File: config.mk
export PLATFORM = sky130hd
export DESIGN_NAME = serial_paralelo_rx_flat
export DESIGN_NICKNAME = d
export VERILOG_FILES = /design/src/rtl/paralelo_serial_pkg.sv /design/src/rtl/serial_paralelo_rx_if.sv /design/src/rtl/serial_paralelo_rx_comma_detect.sv /design/src/rtl/serial_paralelo_rx.sv /design/src/flat_wrapper.sv
export SDC_FILE = /design/constraint.sdc
export NUM_CORES = 1
export LEC_CHECK = 0
export CORE_MARGIN = 4
export CORE_UTILIZATION = 35
export DETAILED_ROUTE_END_ITERATION = 12
export SYNTH_ARGS = -nofsm -noshare
export SYNTH_HDL_FRONTEND = slang
export SYNTH_SLANG_ARGS = --single-unit
export TNS_END_PERCENT = 100
File: constraint.sdc
create_clock -name clk -period 3.48 [get_ports clk]
set_input_delay 0.696 -clock clk [delete_from_list [all_inputs] [get_ports clk]]
set_output_delay 0.696 -clock clk [all_outputs]
set_load 0.01 [all_outputs]
File: src/rtl/paralelo_serial_pkg.sv
// Shared definitions for the ParaleloSerial lane (transmitter and receiver sides).
// Holds the lane state encoding, the comma symbol and the byte width.
package paralelo_serial_pkg;

    typedef enum logic [1:0] {
        SEARCH = 2'd0,
        ALIGN  = 2'd1,
        ACTIVE = 2'd2
    } lane_state_e;

    localparam logic [7:0] COMMA_BC = 8'hBC;
    localparam int         BYTE_W   = 8;

endpackage

File: src/rtl/serial_paralelo_rx_if.sv
// Serial input / parallel output bundle of the lane receiver.
// The master side drives the bit stream; the slave side is the receiver.
interface serial_paralelo_rx_if;
    import paralelo_serial_pkg::*;

    logic              enb;
    logic              data_in;
    logic [BYTE_W-1:0] data_out;
    logic              valid_out;
    logic              byte_strobe;
    logic              active;

    modport master (
        output enb, data_in,
        input  data_out, valid_out, byte_strobe, active
    );

    modport slave (
        input  enb, data_in,
        output data_out, valid_out, byte_strobe, active
    );
endinterface

File: src/rtl/serial_paralelo_rx_comma_detect.sv
// Combinational comparison of a candidate byte against the comma symbol.
// Also used by the transmitter-side idle insertion checker.
module comma_detect
    import paralelo_serial_pkg::*;
#(
    parameter logic [BYTE_W-1:0] COMMA = COMMA_BC
) (
    input  logic [BYTE_W-1:0] nb,
    output logic              match
);
    assign match = (nb == COMMA);
endmodule

File: src/rtl/serial_paralelo_rx.sv
// Serial-to-parallel lane receiver: comma search, lock after BC_LOCK aligned commas,
// then byte presentation with one-cycle strobes, all on the single bit clock.
module serial_paralelo_rx
    import paralelo_serial_pkg::*;
#(
    parameter logic [BYTE_W-1:0] COMMA   = COMMA_BC,
    parameter int                BC_LOCK = 4
) (
    input  logic                 clk,
    input  logic                 rst,
    serial_paralelo_rx_if.slave  bus
);
    localparam logic [1:0] ST_SEARCH = 2'(SEARCH);
    localparam logic [1:0] ST_ALIGN  = 2'(ALIGN);
    localparam logic [1:0] ST_ACTIVE = 2'(ACTIVE);
    localparam logic [3:0] BC_LOCK_W = 4'(BC_LOCK);
    localparam logic [1:0] ST_AFTER_MATCH = (BC_LOCK == 1) ? ST_ACTIVE : ST_ALIGN;

    logic [1:0]        state_reg;
    logic [BYTE_W-1:0] shift_reg;
    logic [2:0]        bit_cnt_reg;
    logic [3:0]        bc_cnt_reg;
    logic [BYTE_W-1:0] data_out_reg;
    logic              valid_reg;
    logic              strobe_reg;

    logic [BYTE_W-1:0] nb;
    logic              is_comma;
    logic              byte_done;
    logic [3:0]        bc_cnt_next;

    assign nb          = {shift_reg[BYTE_W-2:0], bus.data_in};
    assign byte_done   = (bit_cnt_reg == 3'd7);
    assign bc_cnt_next = bc_cnt_reg + 4'd1;

    comma_detect #(.COMMA(COMMA)) u_comma_detect (
        .nb    (nb),
        .match (is_comma)
    );

    always_ff @(posedge clk or posedge rst) begin
        if (rst) begin
            state_reg    <= ST_SEARCH;
            shift_reg    <= '0;
            bit_cnt_reg  <= '0;
            bc_cnt_reg   <= '0;
            data_out_reg <= '0;
            valid_reg    <= 1'b0;
            strobe_reg   <= 1'b0;
        end else begin
            // Strobes are single-cycle pulses; they only rise on an enabled byte boundary.
            valid_reg  <= 1'b0;
            strobe_reg <= 1'b0;
            if (bus.enb) begin
                shift_reg <= nb;
                case (state_reg)
                    ST_SEARCH: begin
                        if (is_comma) begin
                            bit_cnt_reg <= '0;
                            bc_cnt_reg  <= 4'd1;
                            state_reg   <= ST_AFTER_MATCH;
                        end
                    end
                    ST_ALIGN: begin
                        bit_cnt_reg <= bit_cnt_reg + 3'd1;
                        if (byte_done) begin
                            if (is_comma) begin
                                bc_cnt_reg <= bc_cnt_next;
                                // The locking comma itself is swallowed, not presented.
                                if (bc_cnt_next == BC_LOCK_W)
                                    state_reg <= ST_ACTIVE;
                            end else begin
                                bc_cnt_reg <= '0;
                                state_reg  <= ST_SEARCH;
                            end
                        end
                    end
                    ST_ACTIVE: begin
                        bit_cnt_reg <= bit_cnt_reg + 3'd1;
                        if (byte_done) begin
                            data_out_reg <= nb;
                            strobe_reg   <= 1'b1;
                            valid_reg    <= ~is_comma;
                        end
                    end
                    default: state_reg <= ST_SEARCH;
                endcase
            end
        end
    end

    assign bus.data_out    = data_out_reg;
    assign bus.valid_out   = valid_reg;
    assign bus.byte_strobe = strobe_reg;
    assign bus.active      = (state_reg == ST_ACTIVE);

endmodule

File: src/flat_wrapper.sv
// flat-port wrapper written by rule: the top's interface ports become plain ports
module serial_paralelo_rx_flat import paralelo_serial_pkg::*;
#(
    parameter logic [BYTE_W-1:0] COMMA   = COMMA_BC,
    parameter int                BC_LOCK = 4
)
  (clk, rst, bus_enb, bus_data_in, bus_data_out, bus_valid_out, bus_byte_strobe, bus_active);
  serial_paralelo_rx_if bus_i ();
  input  logic clk;
  input  logic rst;
  input wire logic [$bits(bus_i.enb)-1:0] bus_enb;
  input wire logic [$bits(bus_i.data_in)-1:0] bus_data_in;
  output wire logic [$bits(bus_i.data_out)-1:0] bus_data_out;
  output wire logic [$bits(bus_i.valid_out)-1:0] bus_valid_out;
  output wire logic [$bits(bus_i.byte_strobe)-1:0] bus_byte_strobe;
  output wire logic [$bits(bus_i.active)-1:0] bus_active;
  assign bus_i.enb = bus_enb;
  assign bus_i.data_in = bus_data_in;
  assign bus_data_out = bus_i.data_out;
  assign bus_valid_out = bus_i.valid_out;
  assign bus_byte_strobe = bus_i.byte_strobe;
  assign bus_active = bus_i.active;
  serial_paralelo_rx #(.COMMA(COMMA), .BC_LOCK(BC_LOCK)) u_core (.clk(clk), .rst(rst), .bus(bus_i));
endmodule
==> results.txt <==
run metrics: RSZ-0062 raised after global routing=false, Yosys Instances=106, most common logic cells in the final layout=dfrtp_1, mux2_2, clkdlybuf4s50_1, switching pwr=339.6 µW, Leading cell kind=registers, Arrival @ worst endpoint=2.46 ns, Detail Placement HPWL=1772 µm, Final TNS setup=0 ns, worst flop-to-flop path endpoint=u_core.state_reg[0]$_DFFE_PP0P_, Main logic family=simple AND/OR/NAND/NOR gates, Hold WS=0.5160 ns, area figure in the yosys stat output=1299 µm², DR WL met3=86 µm, Port Buffers=14, Finished Layout Cells=167, max reg flops=8, met3 Resource Use GR=0.03404, nets=132, status=finished, final reports clean, setup slack, reg-to-reg=1.69 ns, post-layout power=1.040 mW, Dominant flop cell=dfrtp_1, Gate power share=0.338, largest net degree at the start of global routing=27, Top area cell types=dfrtp_1, mux2_2, ha_1, smallest setup slack after layout=1.178 ns, met2 GRT Util=0.2000, Slew Limit Fails=0, Net Count, Synth=116, die area=4749 µm², DRC=0, Pwr Density=670.0 nW/µm², cell leakage power=0.6892 nW, Inverters, non-clock=6, Critical Path Source=bus_enb, fin crit period=2.302 ns, HP Class=register to register, Post-CTS Hold Buffers=0, Area after DPL=1481 µm², slowest cell delay on critical path=0.85 ns, clk cell area share=0.04593, fp util=0.3745, CTS root buffer=clkbuf_8, CTS buffer count=3, buffers plus inverters on the worst setup path=1, WL final=2441 µm, Final non-clock buffer share=0.09025, RR Startpoint=u_core.bit_cnt_reg[0]$_DFFE_PP0P_, leading power group=registers, Log Warnings=28, Max-area cell share=0.5010, placed cells=163, met2 WL=1200 µm, Flop pwr share=0.422, initial drt markers=41, sw frac=0.3264, GR Util met1=0.1539, Worst Hold Depth=1, combinational logic power=351 µW, row count=21, f_max=434.4 MHz, AND-OR/OR-AND Cells, Area Fraction=0.1108, max-cap viol count=0, Yosys warning count=0, total iterations of the first detailed-routing run=4, die width=68.92 µm, post-synthesis adder-cell area fraction=0.05780, top routing layer used=met4, Rel. slew slack=0.3558, Area Overhead vs Synth=19.56%, CP endpoint kind=register, Total Routing Usage GR=0.1205, CP max stage cell=clkdlybuf4s50_1, antenna cell count=0, Synth area leader=dfrtp_1, area of the mapped netlist=1299 µm², gpl congestion=0.7493, sequential power=439 µW, Final Hold Fails=0, and+or+nand+nor area frac=0.1628, final tally of setup violations=0, Synth mux share=0.1387, Clock Tree Buf Depth=2, Crit Path Max Fanout=17, Registers, synthesis=26, vias per cell=5.281, nonclk buf count=14, Peak VDD IR=0.3677 mV, Final Util=0.4477, TritonCTS clock tree=done, average size of a mapped cell=12.25 µm², Commonest Layout Cell=dfrtp_1, Place WS=0.8462 ns, post_cts resized=0, clock slew at reported path FFs=0.09 ns, Comb area=610.6 µm², # H-tree levels=1, setup bufs post-CTS=0, Hold Path Sink=u_core.bus.data_out[2]$_DFFE_PP0P_, synth cell count leaders=dfrtp_1, mux2_2, ha_1, inv_1, nand3_1, Metal-1 WL=1129 µm, Worst Hold Launch=u_core.bus.data_out[2]$_DFFE_PP0P_, Logic Gate Count=71
### Floorplan with the power grid

Pins as bars on the die edge.
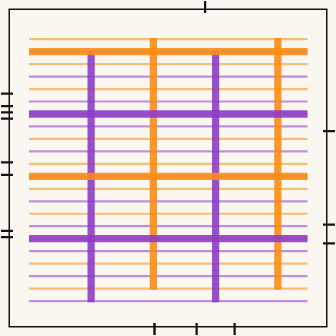
- orange: VDD
- purple: VSS
- met5 straps: 4
- rows: 21
- met1 rails: 22
- signal pins: 15

### Placement by cell class

Scale bar: 20 µm.
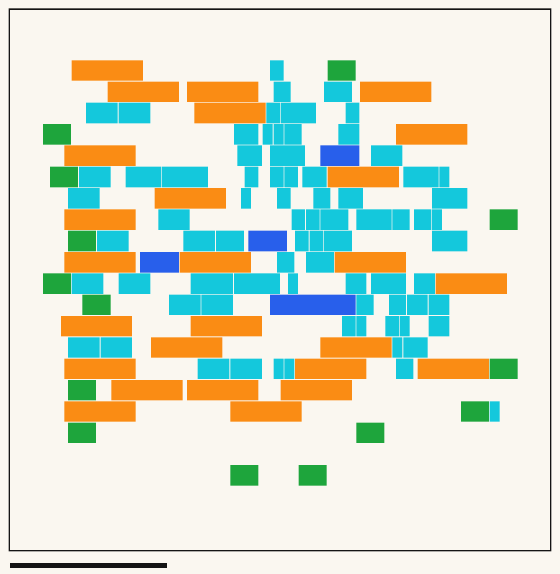
- blue: clock drivers and dummy loads (cells 4; share of their area 4.8%)
- green: other buffers and delay cells (cells 14; share of their area 9.4%)
- orange: flip-flops (cells 26; share of their area 44%)
- cyan: all other logic (cells 77; share of their area 42%)
core box area: 3468 µm²
fin area: 1553 µm²
fraction of area in registers: 0.4190

### Clock network drawn from the DEF

Scale bar: 20 µm.
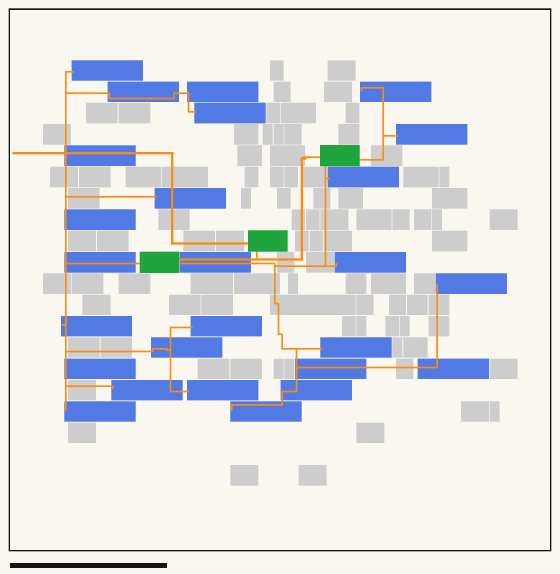
- green: cells driving clock nets (count 3)
- blue: flip-flops (count 26)
- orange: clock wires (length 324 µm)
- routed clock nets: 4
clk pwr: 250 µW
Setup Skew: 0.002819 ns

### Metal layers overlaid

Only two layers are drawn.
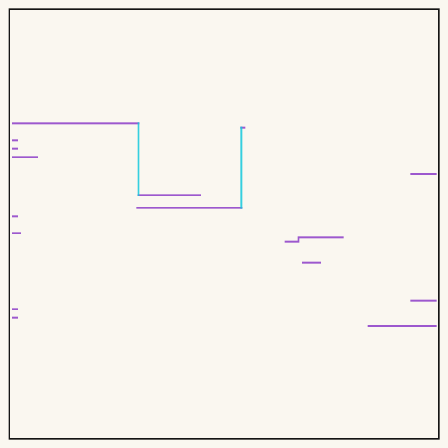
- cyan: met4 (wire length 24.5 µm)
- purple: met3 (wire length 86.9 µm)

### Clock wiring as the flow saved it

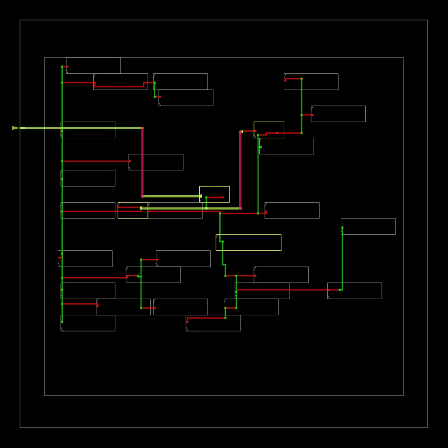
Late-Pin Clk Latency: 0.27 ns
clock sink count: 26
Seq cells: 26
Clock buffer cells: 3

No activity file was given, so power comes from the tool's default toggle rates.
